### src/rtl/seven_seg_pkg.sv
// Shared types and constants for the seven-segment scan controller and its decoder.
package seven_seg_pkg;

    typedef enum logic [1:0] {
        StIdle,
        StDrive,
        StBlank
    } state_e;

    localparam logic [6:0] SEG_BLANK = 7'h7F;
    localparam logic [3:0] ANODE_OFF = 4'hF;

    // Active-low {g,f,e,d,c,b,a}; element n is the pattern for hex digit n.
    localparam logic [15:0][6:0] SEG_LUT = {
        7'h0E, 7'h06, 7'h21, 7'h46, 7'h03, 7'h08, 7'h10, 7'h00,
        7'h78, 7'h02, 7'h12, 7'h19, 7'h30, 7'h24, 7'h79, 7'h40
    };

endpackage

### src/rtl/seven_seg_display_ctrl_if.sv
// Load port of the display controller: a 16-bit hex value plus decimal points, valid/ready.
interface seven_seg_display_ctrl_if;

    logic [15:0] value;
    logic [3:0]  dp;
    logic        load;
    logic        ready;

    modport master (
        output value,
        output dp,
        output load,
        input  ready
    );

    modport slave (
        input  value,
        input  dp,
        input  load,
        output ready
    );

endinterface

### src/rtl/hex_to_7seg.sv
// Combinational hex nibble to active-low seven-segment decoder.
module hex_to_7seg
    import seven_seg_pkg::*;
(
    input  logic [3:0] nibble_i,
    output logic [6:0] seg_o
);

    assign seg_o = SEG_LUT[nibble_i];

endmodule

### src/rtl/seven_seg_display_ctrl.sv
// 4-digit multiplexed seven-segment scan controller with frame-aligned value updates,
// inter-digit dead time and optional leading-zero blanking.
module seven_seg_display_ctrl
    import seven_seg_pkg::*;
#(
    parameter int unsigned Prescale    = 50000,
    parameter int unsigned BlankCycles = 1000
) (
    input  logic                     clk_i,
    input  logic                     rst_ni,
    input  logic                     enable_i,
    input  logic                     lz_blank_i,
    seven_seg_display_ctrl_if.slave  load_if,
    output logic [3:0]               anode_o,
    output logic [6:0]               segment_o,
    output logic                     dp_o,
    output logic                     frame_done_o
);

    localparam int unsigned CntMax = (Prescale > BlankCycles) ? Prescale : BlankCycles;
    localparam int unsigned CntW   = (CntMax > 1) ? $clog2(CntMax) : 1;
    localparam logic [CntW-1:0] DriveLast = CntW'(Prescale - 1);
    localparam logic [CntW-1:0] BlankLast = CntW'(BlankCycles - 1);

    state_e          state_q, state_d;
    logic [1:0]      idx_q, idx_d;
    logic [CntW-1:0] cnt_q, cnt_d;

    logic [15:0] disp_val_q, disp_val_d;
    logic [3:0]  disp_dp_q, disp_dp_d;
    logic [15:0] pend_val_q, pend_val_d;
    logic [3:0]  pend_dp_q, pend_dp_d;
    logic        pending_q, pending_d;

    logic [3:0]  anode_q, anode_d;
    logic [6:0]  seg_q, seg_d;
    logic        dp_q, dp_d;
    logic        frame_done_q, frame_done_d;

    logic        commit;
    logic [3:0]  nibble;
    logic [6:0]  seg_dec;
    logic        lz_digit;

    // Scan sequencing; enable low overrides everything and parks at digit 0.
    always_comb begin
        state_d = state_q;
        idx_d   = idx_q;
        cnt_d   = cnt_q;
        if (!enable_i) begin
            state_d = StIdle;
            idx_d   = 2'd0;
            cnt_d   = '0;
        end else begin
            case (state_q)
                StIdle: begin
                    state_d = StDrive;
                    idx_d   = 2'd0;
                    cnt_d   = '0;
                end
                StDrive: begin
                    if (cnt_q == DriveLast) begin
                        state_d = StBlank;
                        cnt_d   = '0;
                    end else begin
                        cnt_d = cnt_q + CntW'(1);
                    end
                end
                StBlank: begin
                    if (cnt_q == BlankLast) begin
                        state_d = StDrive;
                        cnt_d   = '0;
                        idx_d   = idx_q + 2'd1;
                    end else begin
                        cnt_d = cnt_q + CntW'(1);
                    end
                end
                default: begin
                    state_d = StIdle;
                    idx_d   = 2'd0;
                    cnt_d   = '0;
                end
            endcase
        end
    end

    // frame_done_q is high exactly during the last blank cycle of digit 3.
    assign commit = frame_done_q | (state_q == StIdle);

    // Pending buffer: commit needs pending set, capture needs it clear, so they never collide.
    always_comb begin
        disp_val_d = disp_val_q;
        disp_dp_d  = disp_dp_q;
        pend_val_d = pend_val_q;
        pend_dp_d  = pend_dp_q;
        pending_d  = pending_q;
        if (commit && pending_q) begin
            disp_val_d = pend_val_q;
            disp_dp_d  = pend_dp_q;
            pending_d  = 1'b0;
        end
        if (load_if.load && !pending_q) begin
            pend_val_d = load_if.value;
            pend_dp_d  = load_if.dp;
            pending_d  = 1'b1;
        end
    end

    assign load_if.ready = ~pending_q;

    assign nibble = disp_val_d[{idx_d, 2'b00} +: 4];

    hex_to_7seg u_hex_to_7seg (
        .nibble_i (nibble),
        .seg_o    (seg_dec)
    );

    always_comb begin
        case (idx_d)
            2'd1:    lz_digit = (disp_val_d[15:4] == 12'h000);
            2'd2:    lz_digit = (disp_val_d[15:8] == 8'h00);
            2'd3:    lz_digit = (disp_val_d[15:12] == 4'h0);
            default: lz_digit = 1'b0;
        endcase
    end

    // Outputs are computed from next-state values so they register on the same edge.
    always_comb begin
        anode_d      = ANODE_OFF;
        seg_d        = SEG_BLANK;
        dp_d         = 1'b1;
        frame_done_d = (state_d == StBlank) && (idx_d == 2'd3) && (cnt_d == BlankLast);
        if (state_d == StDrive) begin
            dp_d = ~disp_dp_d[idx_d];
            if (!(lz_blank_i && lz_digit)) begin
                anode_d[idx_d] = 1'b0;
                seg_d          = seg_dec;
            end else if (disp_dp_d[idx_d]) begin
                anode_d[idx_d] = 1'b0;
            end
        end
    end

    always_ff @(posedge clk_i or negedge rst_ni) begin
        if (!rst_ni) begin
            state_q      <= StIdle;
            idx_q        <= 2'd0;
            cnt_q        <= '0;
            disp_val_q   <= '0;
            disp_dp_q    <= '0;
            pend_val_q   <= '0;
            pend_dp_q    <= '0;
            pending_q    <= 1'b0;
            anode_q      <= ANODE_OFF;
            seg_q        <= SEG_BLANK;
            dp_q         <= 1'b1;
            frame_done_q <= 1'b0;
        end else begin
            state_q      <= state_d;
            idx_q        <= idx_d;
            cnt_q        <= cnt_d;
            disp_val_q   <= disp_val_d;
            disp_dp_q    <= disp_dp_d;
            pend_val_q   <= pend_val_d;
            pend_dp_q    <= pend_dp_d;
            pending_q    <= pending_d;
            anode_q      <= anode_d;
            seg_q        <= seg_d;
            dp_q         <= dp_d;
            frame_done_q <= frame_done_d;
        end
    end

    assign anode_o      = anode_q;
    assign segment_o    = seg_q;
    assign dp_o         = dp_q;
    assign frame_done_o = frame_done_q;

endmodule

### src/flat_wrapper.sv
// flat-port wrapper written by rule: the top's interface ports become plain ports
module seven_seg_display_ctrl_flat import seven_seg_pkg::*;
#(
    parameter int unsigned Prescale    = 50000,
    parameter int unsigned BlankCycles = 1000
)
  (clk_i, rst_ni, enable_i, lz_blank_i, anode_o, segment_o, dp_o, frame_done_o, load_if_value, load_if_dp, load_if_load, load_if_ready);
  seven_seg_display_ctrl_if load_if_i ();
  input  logic clk_i;
  input  logic rst_ni;
  input  logic enable_i;
  input  logic lz_blank_i;
  output logic [3:0] anode_o;
  output logic [6:0] segment_o;
  output logic dp_o;
  output logic frame_done_o;
  input wire logic [$bits(load_if_i.value)-1:0] load_if_value;
  input wire logic [$bits(load_if_i.dp)-1:0] load_if_dp;
  input wire logic [$bits(load_if_i.load)-1:0] load_if_load;
  output wire logic [$bits(load_if_i.ready)-1:0] load_if_ready;
  assign load_if_i.value = load_if_value;
  assign load_if_i.dp = load_if_dp;
  assign load_if_i.load = load_if_load;
  assign load_if_ready = load_if_i.ready;
  seven_seg_display_ctrl #(.Prescale(Prescale), .BlankCycles(BlankCycles)) u_core (.clk_i(clk_i), .rst_ni(rst_ni), .enable_i(enable_i), .lz_blank_i(lz_blank_i), .load_if(load_if_i), .anode_o(anode_o), .segment_o(segment_o), .dp_o(dp_o), .frame_done_o(frame_done_o));
endmodule
### config.mk
export PLATFORM = sky130hd
export DESIGN_NAME = seven_seg_display_ctrl_flat
export DESIGN_NICKNAME = d
export VERILOG_FILES = /design/src/rtl/seven_seg_pkg.sv /design/src/rtl/seven_seg_display_ctrl_if.sv /design/src/rtl/hex_to_7seg.sv /design/src/rtl/seven_seg_display_ctrl.sv /design/src/flat_wrapper.sv
export SDC_FILE = /design/constraint.sdc
export NUM_CORES = 1
export LEC_CHECK = 0
export CAP_MARGIN = 15
export CORE_UTILIZATION = 55
export CTS_CLUSTER_SIZE = 16
export DETAILED_ROUTE_END_ITERATION = 10
export GPL_ROUTABILITY_DRIVEN = 1
export PLACE_DENSITY = 0.83
export SYNTH_ARGS = -nofsm -noshare
export SYNTH_HDL_FRONTEND = slang
export SYNTH_SLANG_ARGS = --single-unit
### constraint.sdc
create_clock -name clk_i -period 5.9 [get_ports clk_i]
set_input_delay 0.59 -clock clk_i [delete_from_list [all_inputs] [get_ports clk_i]]
set_output_delay 0.59 -clock clk_i [all_outputs]
set_load 0.01 [all_outputs]
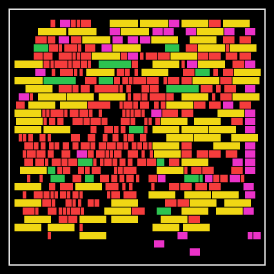
Run 1: cells colored by class
Scale: 3 px per µm.
green -> clock drivers and dummy loads  # cells 16
red -> remaining logic cells  # cells 255
yellow -> sequential cells  # cells 74
magenta -> remaining buffers and delay cells  # cells 41
core box area: 6495 µm²
Design Area, Final: 4446 µm²
Rows: 29

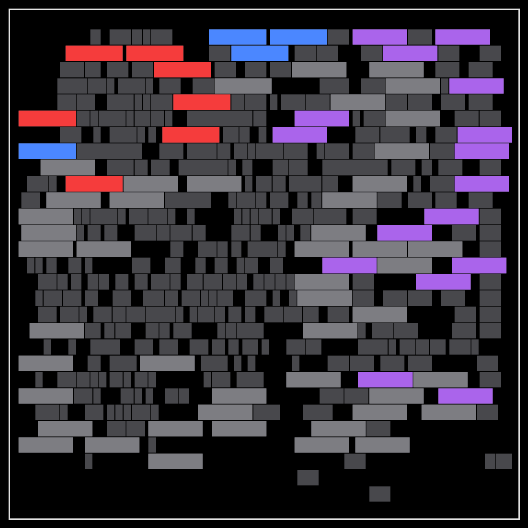
Run 1: where the registers sit
Scale: 6 px per µm. Other sequential cells in the stronger gray, the rest of the logic in the fainter gray.
blue -> `u_core.anode_o`  # sequential cells 4, where top center
red -> `u_core.segment_o`  # sequential cells 7
purple -> `u_core.pend_val_q`  # sequential cells 16
not colored = 47
Seq/total area: 41.99%
Storage cell area: 1867 µm²
P_seq: 717 µW
final core utilization: 68.45%

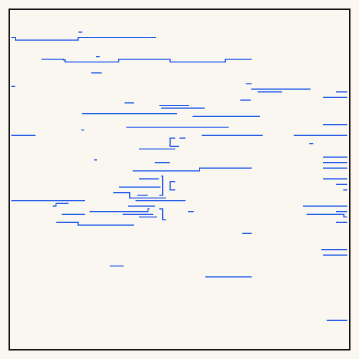
Run 1: signal wires on met3
Scale: 4 px per µm.
longest straight run = 25.3 µm
share of all routed wire = 6.4%
nets with wire on the layer = 49
wire length on this layer = 529 µm
DR vias: 2710
Routed WL: 8235 µm

==> flow_summary_export.csv, run 1 <==
group,metric,value,unit
outcome,status,"finished, violations left",
outcome,violations,"DRC",
critical_path,cpLargestDelayFamily,"AND-OR/OR-AND gates",
floorplan,die_h,84.74,µm
global_route,grt_pass1_vias,2764,
critical_path,crit_arrival,3.84,ns
critical_path,reg2reg_setup_slack,2.35,ns
clock_network,postCtsResizedCells,0,
global_route,overflow,0,
layout,reg_top3,"u_core.cnt_q x16, u_core.disp_val_q x16, u_core.pend_val_q x16",
layout,drive_gt1_share,19.95,%
final_timing,max_freq,281.6,MHz
routing,drt-pass1-iter-count,8,
floorplan,fp.dieW,84.74,µm
final_timing,tns,0,ns
floorplan,die_area,7180,µm²
routing,vias_per_cell,5.853,
flow_run,max_cap_violations,0,
final_timing,rsz0062_at_grt,"false",
global_route,grt_max_degree,75,
floorplan,ios,39,
critical_path,critPathLaunch,"u_core.cnt_q[13]",
power,ir_drop,0.0003061,V
power,p_leak,0.001885,µW
final_timing,min_period,3.551,ns
final_timing,worst_slew_pin_slew,0.8983,ns
power,power_frac_comb,30.4,%
final_timing,setup_viol,0,
clock_network,htree_num_levels,3,
layout,fill_cells,474,
critical_path,cp_slowest_cell,"a211oi_2",
critical_path,end_kind,"flop",
layout,antenna_cells,0,
critical_path,crit_buf_inv,1,
final_timing,skew,0.008755,ns
clock_network,cts_tree,"built",
power,p_sw,525.7,µW
yosys,floorplan.nets,377,
layout,comb_area,1772,µm²
clock_network,hold_buffers,0,
routing,ant_nets,0,
final_timing,post-route-period-util,60.18,%
layout,instances_no_fill,463,
yosys,yosysUniqueCellTypes,62,
power,power.share.clock,27.8,%
global_route,antenna_found_initial,0,
clock_network,cts_setup_buffers,0,
layout,area_growth,18.08,%
clock_network,root_buffer,"clkbuf_8",
place,io_buffers,38,
critical_path,reg2regPathDepth,10,
critical_path,slowest_delay,0.49,ns
layout,nNetsFinal,416,
power,seqPwrFrac,41.8,%
critical_path,reg2reg_to,"u_core.segment_o[6]",
power,netSwitchingFraction,30.64,%
yosys,yosys_area,3765,µm²
place,gp_congestion,0.9065,
critical_path,r2r_start,"u_core.cnt_q[13]",
yosys,yosys_warnings,0,
clock_network,cts_buffers,9,
layout,mostFrequentLayoutCell,"dfrtp_1",
final_timing,max_slew_margin,40.11,%
clock_network,cts.sinks,74,
place,dp_cells,447,
clock_network,clock_latency,0.37,ns
global_route,grt.total_usage,25.28,%
yosys,ys_seq_share,49.58,%
critical_path,crit_path_cell_trace,"and4bb_1, and4_1, a311oi_1, o21ai_1, o2bb2ai_1, a211oi_2, inv_1, ha_1, mux2_1, a221o_1",
critical_path,start_kind,"flop",
floorplan,fp_util,57.97,%
global_route,grt_pass1_wl,13830,µm
yosys,syn_avg_cell_area,11.01,µm²
yosys,edf_count,0,
critical_path,crit_fanout,10,
layout,lay_top_cells,"dfrtp_1, clkdlybuf4s50_1, nor2_1",
yosys,async_flop_share,100.0,%
routing,drt_iter0_markers,167,
final_timing,final_hold_viol_count,0,
power,intPower,1190,µW
critical_path,criticalPathCategory,"reg -> reg",
routing,wire_per_inst,17.79,µm
yosys,ys_ff,74,
clock_network,path_clk_slew,0.08,ns
yosys,syn_area,3765,µm²
flow_run,tool_warnings,33,
routing,drc_errors,1,
final_timing,finalMaxSlewViolations,0,
yosys,ys.flop_type,"dfrtp_1",
power,power.density,385.9,nW/µm²
yosys,ys_cells,342,
yosys,postSynthCellCount,342,
place,dpl.hpwl,5707,µm
worst_hold_path,hold_class,"in -> async",
critical_path,crit_required,6.19,ns
clock_network,cts_buffer_depth,2,
## run 1: metrics by stage
stage	setup slack, ns	utilization (%)	cell area, µm²	total power, µW	hold slack (ns)
floorplan	2.814	-	3765	1064	0.2944
finish	2.349	68.45	4446	1716	0.4285
CTS	2.409	68.45	4446	1719	0.4751
detailed placement	2.287	64.73	4204	1234	0.4732
global placement	2.444	64.73	4204	1201	0.4649
global route	2.107	68.45	4446	1805	0.5055
## run 1: logic make-up (layout without fill, tap and decap cells)
family          after synthesis  count (layout)  share of synthesized area, %
buf+inv                      32              76                         3.456
xor+xnor                     15              15                         3.490
fa+ha+maj                    10              10                         3.323
mux                          48              48                         14.49
flops                        74              74                         49.58
simple gates                116             116                         15.99
compound gates               47              47                         9.672
## run 1: metal layers
metal | wire, µm | part of all wire (%) | track usage, %
met5 | 0 | 0 | 0
met4 | 234 | 2.8 | 11.09
met3 | 528 | 6.4 | 7.473
met2 | 3972 | 48 | 40.35
met1 | 3499 | 42 | 32.12
## run 1: cell type report
| type | instances | area share, % |
|---|---|---|
| sequential | 74 | 41.99 |
| multi-input combinational | 236 | 39.85 |
| timing repair buffer | 41 | 8.950 |
| clock buffer | 10 | 2.871 |
| clock inverter | 6 | 2.561 |
| tap | 77 | 2.167 |
| inverter | 19 | 1.604 |
## run 1: power by group through the flow
stage	sequential, µW	combinational (µW)	clock [µW]
after floorplan	712	352	0
after global placement	712	488	0
after detailed placement	723	511	0
after CTS	718	519	482
after global routing	733	568	504
final	717	522	476
## run 1: synthesized netlist by cell type, types with 2 or more instances
cell / n / area [µm²]
clkbuf_1: 7 / 26.28
dfstp_2: 12 / 315.3
a21o_1: 2 / 15.01
nand4b_1: 3 / 26.28
xor2_1: 7 / 61.31
nor3_1: 6 / 30.03
and2_1: 5 / 31.28
dfrtp_1: 62 / 1551
a21oi_1: 6 / 30.03
a31o_2: 2 / 17.52
xnor2_1: 8 / 70.07
o2bb2ai_1: 2 / 17.52
buf_1: 2 / 7.510
or4_1: 2 / 15.01
nor4b_1: 2 / 17.52
nor2b_1: 4 / 25.02
or2_2: 2 / 12.51
inv_1: 19 / 71.32
a311oi_1: 2 / 17.52
nor2_1: 36 / 135.1
mux2_4: 2 / 30.03
o21ai_1: 4 / 20.02
mux2i_1: 11 / 110.1
mux2_2: 33 / 371.6
buf_4: 2 / 15.01
o21ai_0: 5 / 25.02
nand2_1: 18 / 67.56
ha_1: 10 / 125.1
o221ai_1: 2 / 17.52
and3_1: 10 / 62.56
nand4_1: 6 / 37.54
a221o_1: 3 / 30.03
and4_1: 2 / 17.52
o21bai_1: 2 / 15.01
nand2b_1: 2 / 12.51
o211ai_1: 2 / 15.01
nand3_1: 11 / 55.05
buf_2: 2 / 10.01
## run 1: how the worst max path moves through the flow
stage | endpoint | slack, ns | cells past startpoint
finish | u_core.segment_o[6] | 2.35 | 10
global route | u_core.segment_o[6] | 2.11 | 10
CTS | u_core.segment_o[6] | 2.41 | 10
detailed placement | u_core.segment_o[6] | 2.29 | 11
global placement | u_core.segment_o[6] | 2.44 | 11
floorplan | u_core.segment_o[6] | 2.81 | 12
Run 1, placed standard cells:
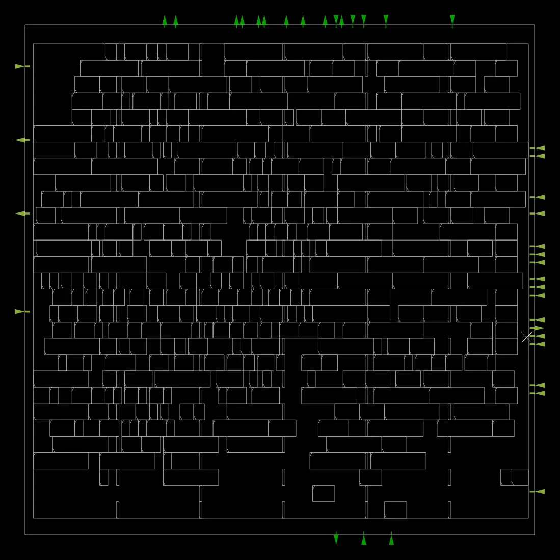

==> run 1 -> run 2 <==
- CORE_UTILIZATION: 55 -> 51
- PLACE_DENSITY: 0.83 -> 0.81
- clock period: 5.9 -> 3.2 ns (I/O delays scaled with it)
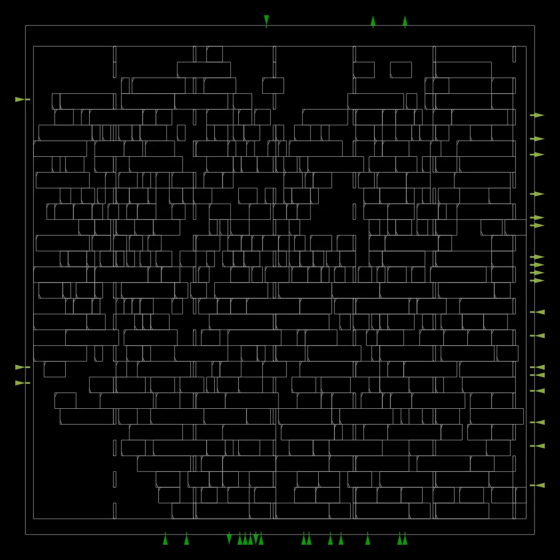
Run 2: placed standard cells
final core utilization: 65.86%
fin cells: 497
Seq/total area: 40.82%
Tapcells: 96

==> run 2 against run 1 <==
Compared with the run above: the flow now finishes without violations; core utilization is 2.6 points lower; clock power is 51% higher; register-to-register slack worse by 2.2 ns; count of clock-buffer cells in the layout is 1 lower; final cell count is 7.3% higher; sequential power is 84% higher; via count is 2.3% higher; wire length is 1.1% higher; critical path depth is 2 higher; design area is 2.9% higher; largest cell class unchanged; largest power group unchanged.
==> flow_summary_export.csv, run 2 <==
group,metric,value,unit
final_timing,min_period,3.046,ns
yosys,ys_seq_share,49.58,%
yosys,yosys_warnings,0,
final_timing,worst_slew_pin_slew,1.026,ns
clock_network,path_clk_slew,0.08,ns
routing,drc_errors,0,
yosys,yosysUniqueCellTypes,62,
final_timing,tns,0,ns
critical_path,crit_fanout,6,
flow_run,tool_warnings,33,
final_timing,finalMaxSlewViolations,0,
clock_network,cts_tree,"built",
layout,area_growth,21.47,%
place,dpl.hpwl,6102,µm
clock_network,root_buffer,"clkbuf_8",
layout,antenna_cells,0,
routing,via_count,2771,
global_route,grt_pass1_vias,2854,
global_route,grt_pass1_wl,13590,µm
floorplan,die_area,7730,µm²
place,gp_congestion,0.9138,
layout,mostFrequentLayoutCell,"dfrtp_1",
yosys,synthTopCellsByCount,"dfrtp_1, nor2_1, mux2_2, inv_1, nand2_1",
final_timing,setup_viol,0,
yosys,yosys_area,3765,µm²
clock_network,hold_buffers,0,
final_timing,max_freq,328.3,MHz
layout,nNetsFinal,431,
critical_path,start_kind,"flop",
clock_network,clock_latency,0.35,ns
power,power.density,666.4,nW/µm²
final_timing,max_slew_margin,31.59,%
yosys,floorplan.nets,377,
floorplan,fp.dieW,87.92,µm
worst_hold_path,hold_class,"in -> async",
floorplan,die_h,87.92,µm
outcome,status,"finished clean",
yosys,ys_ff,74,
power,ir_drop,0.0004431,V
final_timing,final_hold_viol_count,0,
place,io_buffers,38,
clock_network,htree_num_levels,3,
flow_run,max_cap_violations,0,
final_timing,skew,0.007231,ns
critical_path,criticalPathCategory,"reg -> reg",
yosys,topCellsByArea,"dfrtp_1, mux2_2, dfstp_2",
floorplan,ios,39,
layout,drive_gt1_share,24.44,%
final_timing,post-route-period-util,95.19,%
layout,fin_area,4573,µm²
routing,totalWireLength,8325,µm
yosys,edf_count,0,
routing,drt-pass1-iter-count,4,
critical_path,end_kind,"flop",
place,placed_area,4345,µm²
layout,lay_top_cells,"dfrtp_1, clkdlybuf4s50_1, nor2_1",
floorplan,core_area,6944,µm²
global_route,antenna_found_initial,0,
global_route,grt_max_degree,48,
power,p_leak,0.001944,µW
yosys,synth_area_leader_cell,"dfrtp_1",
routing,drt_iter0_markers,199,
clock_network,cts_buffer_depth,2,
yosys,postSynthCellCount,342,
critical_path,crit_arrival,3.32,ns
yosys,ys.flop_type,"dfrtp_1",
clock_network,cts_buffers,9,
layout,reg_top3,"u_core.cnt_q x16, u_core.disp_val_q x16, u_core.pend_val_q x16",
yosys,yosys.area.top_type_share,41.21,%
floorplan,fp-row-count,30,
floorplan,fp_util,54.22,%
yosys,top_cell,"dfrtp_1",
yosys,syn_area,3765,µm²
global_route,overflow,0,
routing,wire_per_inst,16.75,µm
yosys,ys_cells,342,
routing,vias_per_cell,5.575,
yosys,async_flop_share,100.0,%
clock_network,cts.sinks,74,
global_route,grt.total_usage,23.74,%
yosys,syn_avg_cell_area,11.01,µm²
critical_path,crit_required,3.48,ns
routing,ant_nets,0,
layout,fill_cells,550,
-- run 2: worst paths after layout --
path | startpoint | endpoint | slack, ns | cells past startpoint
setup / recovery | u_core.state_q[0] | u_core.segment_o[6] | 0.15 | 12
hold / removal | rst_ni | u_core.pend_val_q[13] | 0.15 | 1
setup reg to reg | u_core.state_q[0] | u_core.segment_o[6] | 0.15 | 12
hold reg to reg | u_core.disp_dp_q[3] | u_core.disp_dp_q[3] | 0.50 | 2
max in group asynchronous | rst_ni | u_core.segment_o[0] | 2.20 | 2
min in group clk_i | u_core.disp_dp_q[3] | u_core.disp_dp_q[3] | 0.50 | 2
-- run 2: cell type report --
class / count / area (µm²) / area share [%]
Sequential cell: 74 / 1867 / 40.82
Multi-Input combinational cell: 236 / 1799 / 39.34
Timing Repair Buffer: 56 / 523.0 / 11.44
Clock buffer: 9 / 123.9 / 2.709
Tap cell: 96 / 120.1 / 2.627
Inverter: 19 / 71.32 / 1.560
Clock inverter: 7 / 68.82 / 1.505
-- run 2: routing by layer --
| layer | track usage [%] | vias to the layer above | wire length, µm |
|---|---|---|---|
| li1 | - | 1322 | - |
| met1 | 27.31 | 1363 | 3519 |
| met2 | 41.86 | 71 | 4252 |
| met3 | 6.503 | 15 | 360 |
| met4 | 9.389 | 0 | 192 |
| met5 | 0 | - | 0 |
-- run 2: per-stage QoR --
stage	worst slack, ns	hold WS, ns	std cells	utilization (%)	power, µW
2_1_floorplan	0.1137	0.02441	342	-	1961
3_3_place_gp	0.1638	0.4707	480	62.58	2273
3_5_place_dp	-0.0002951	0.4801	480	62.58	2328
4_1_cts	0.02123	0.1638	496	65.35	3044
5_1_grt	-0.002274	0.2260	497	65.86	3211
6_report	0.1540	0.1484	497	65.86	3048
-- run 2: cell families after synthesis --
kind of cell             Yosys count  share of synthesized area [%]
adder cells (fa/ha/maj)           10                          3.323
XOR/XNOR                          15                          3.490
flip-flops                        74                          49.58
AND-OR/OR-AND                     47                          9.672
buffers and inverters             32                          3.456
AND/OR/NAND/NOR                  116                          15.99
multiplexers                      48                          14.49
-- run 2: repair_timing --
item / 4_1_cts / 5_1_grt
endpoints found under the setup margin: 0 / 7
buffers inserted: 0 / 1
gates resized: 0 / 8
-- run 2: critical path, stage by stage, from the launching register on --
cell and delay (ns):
dfrtp_1 0.38, inv_1 0.09, ha_1 0.33, and2_2 0.21, and4_1 0.20, a21oi_1 0.09
or2_2 0.34, a22oi_2 0.19, o221a_4 0.23, inv_1 0.08, ha_1 0.22, mux2_1 0.29
a221o_1 0.31
-- run 2: where the power goes --
group	internal, µW	switching, µW	leakage (µW)
Combinational	518	494	0.000951
Sequential	1210	106	0.000897
Clock	358	360	0.0000954
Total	2090	960	0.00194
==> run 2 -> run 3 <==
- CTS_CLUSTER_SIZE: 16 -> 8
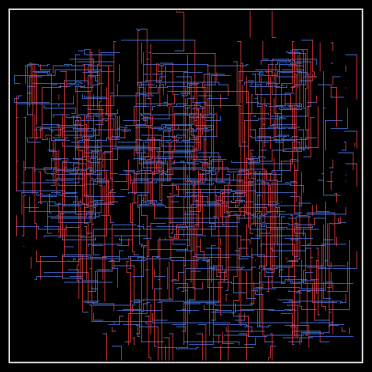
Run 3: metal layers overlaid
Scale: 4 px per µm. Two of the layers only.
red -> M2  # wire length 4250 µm
blue -> M1  # wire length 3520 µm
Routed WL: 8325 µm
post-DR wirelength/cell: 16.75 µm
All-Layer GR Usage: 23.74%
DR vias: 2771

==> run 3 against run 2 <==
Compared with the run above: power unchanged; core utilization unchanged; area after synthesis unchanged; non-clock buffer count unchanged; clock skew unchanged; sequential power about the same; count of clock-buffer cells in the layout unchanged; critical path type unchanged; critical endpoint unchanged; largest power group unchanged.
==> flow_summary_export.csv, run 3 <==
group,metric,value,unit
outcome,status,"finished clean",
layout,fill_cells,550,
routing,vias_per_cell,5.575,
yosys,async_flop_share,100.0,%
power,seqPwrFrac,43.2,%
clock_network,clock_latency,0.35,ns
final_timing,final_hold_viol_count,0,
place,dpl.hpwl,6102,µm
layout,mostFrequentLayoutCell,"dfrtp_1",
routing,drt_iter0_markers,199,
power,ir_drop,0.0004431,V
final_timing,skew,0.007231,ns
flow_run,max_cap_violations,0,
yosys,ys_seq_share,49.58,%
clock_network,cts_buffers,9,
critical_path,cp_slowest_cell,"dfrtp_1",
critical_path,end_kind,"flop",
power,power_frac_comb,33.2,%
routing,drc_errors,0,
place,io_buffers,38,
global_route,grt_max_degree,48,
global_route,grt_pass1_vias,2854,
flow_run,tool_warnings,33,
yosys,ys.flop_type,"dfrtp_1",
critical_path,criticalPathCategory,"reg -> reg",
final_timing,setup_viol,0,
floorplan,core_area,6944,µm²
yosys,synthTopCellsByCount,"dfrtp_1, nor2_1, mux2_2, inv_1, nand2_1",
global_route,antenna_found_initial,0,
critical_path,crit_arrival,3.32,ns
critical_path,crit_path_cell_trace,"inv_1, ha_1, and2_2, and4_1, a21oi_1, or2_2, a22oi_2, o221a_4, inv_1, ha_1, mux2_1, a221o_1",
clock_network,cts_tree,"built",
global_route,overflow,0,
layout,area_growth,21.47,%
yosys,syn_area,3765,µm²
floorplan,ios,39,
yosys,yosys_warnings,0,
final_timing,fin_ws,0.1540,ns
floorplan,die_area,7730,µm²
place,dp_cells,480,
worst_hold_path,hold_class,"in -> async",
routing,ant_nets,0,
yosys,edf_count,0,
yosys,yosys_area,3765,µm²
final_timing,max_slew_margin,31.59,%
layout,antenna_cells,0,
power,power.density,666.4,nW/µm²
floorplan,die_h,87.92,µm
clock_network,cts_buffer_depth,2,
yosys,floorplan.nets,377,
clock_network,hold_buffers,0,
routing,drt-pass1-iter-count,4,
power,netSwitchingFraction,31.51,%
final_timing,post-route-period-util,95.19,%
critical_path,start_kind,"flop",
yosys,synth_area_leader_cell,"dfrtp_1",
clock_network,cts.sinks,74,
layout,instances_no_fill,497,
yosys,syn_avg_cell_area,11.01,µm²
final_timing,max_freq,328.3,MHz
yosys,yosysUniqueCellTypes,62,
floorplan,fp.dieW,87.92,µm
critical_path,crit_fanout,6,
final_timing,finalMaxSlewViolations,0,
yosys,top_cell,"dfrtp_1",
power,p_leak,0.001944,µW
layout,drive_gt1_share,24.44,%
critical_path,slowest_delay,0.38,ns
power,intPower,2087,µW
floorplan,fp_util,54.22,%
clock_network,root_buffer,"clkbuf_8",
-- run 3: cell counts after synthesis --
No cell type changed its count.
-- run 3: power by group through the flow --
| stage | Sequential [µW] | Clock, µW | Combinational [µW] |
|---|---|---|---|
| final | 1320 | 718 | 1010 |
| after global routing | 1340 | 766 | 1100 |
| after CTS | 1310 | 730 | 999 |
| after detailed placement | 1330 | 0 | 995 |
| after global placement | 1320 | 0 | 956 |
| after floorplan | 1310 | 0 | 648 |
-- run 3: final timing paths --
kind                                     start                    end  slack (ns)  depth (start not counted)
min                                     rst_ni  u_core.pend_val_q[13]        0.15                          1
max reg2reg                  u_core.state_q[0]    u_core.segment_o[6]        0.15                         12
max in group asynchronous               rst_ni    u_core.segment_o[0]        2.20                          2
min reg2reg                u_core.disp_dp_q[3]    u_core.disp_dp_q[3]        0.50                          2
max                          u_core.state_q[0]    u_core.segment_o[6]        0.15                         12
min in group clk_i         u_core.disp_dp_q[3]    u_core.disp_dp_q[3]        0.50                          2
-- run 3: per-layer routing --
metal  wire length (µm)  global-route usage [%]
met4                192                   9.389
met3                360                   6.503
met2               4252                   41.86
met1               3519                   27.31
met5                  0                       0
-- run 3: kinds of logic after synthesis --
family	Yosys count	synth area share (%)
and+or+nand+nor	116	15.99
muxes	48	14.49
AOI/OAI and AO/OA	47	9.672
xor gates and xnor gates	15	3.490
DFF	74	49.58
adders and majority gates	10	3.323
buffers and inverters	32	3.456
-- run 3: worst max-delay path: cells and delay by family (launching register included) --
kind,cells,cell delay [ns]
flops,1,0.38
buf+inv,2,0.17
compound gates,4,0.82
fa+ha+maj,2,0.55
simple gates,3,0.75
mux,1,0.29
-- run 3: metrics by stage --
| step | utilization (%) | setup TNS [ns] | hold slack, ns | cell area [µm²] | total power (µW) |
|---|---|---|---|---|---|
| floorplan | - | 0 | 0.02441 | 3765 | 1961 |
| global placement | 62.58 | 0 | 0.4707 | 4345 | 2273 |
| detailed placement | 62.58 | -0.0002951 | 0.4801 | 4345 | 2328 |
| CTS | 65.35 | 0 | 0.1638 | 4538 | 3044 |
| global route | 65.86 | -0.002832 | 0.2260 | 4573 | 3211 |
| finish | 65.86 | 0 | 0.1484 | 4573 | 3048 |
-- run 3: final cells by class --
cell class	instances	share of cell area [%]
Clock buffer	9	2.709
Clock inverter	7	1.505
Multi-Input combinational cell	236	39.34
Timing Repair Buffer	56	11.44
Inverter	19	1.560
Sequential cell	74	40.82
Tap cell	96	2.627
-- run 3: repair_timing --
item,4_1_cts,5_1_grt
resized,0,8
buffers inserted,0,1
endpoints found under the setup margin,0,7
Power and IR drop assume default switching activity.
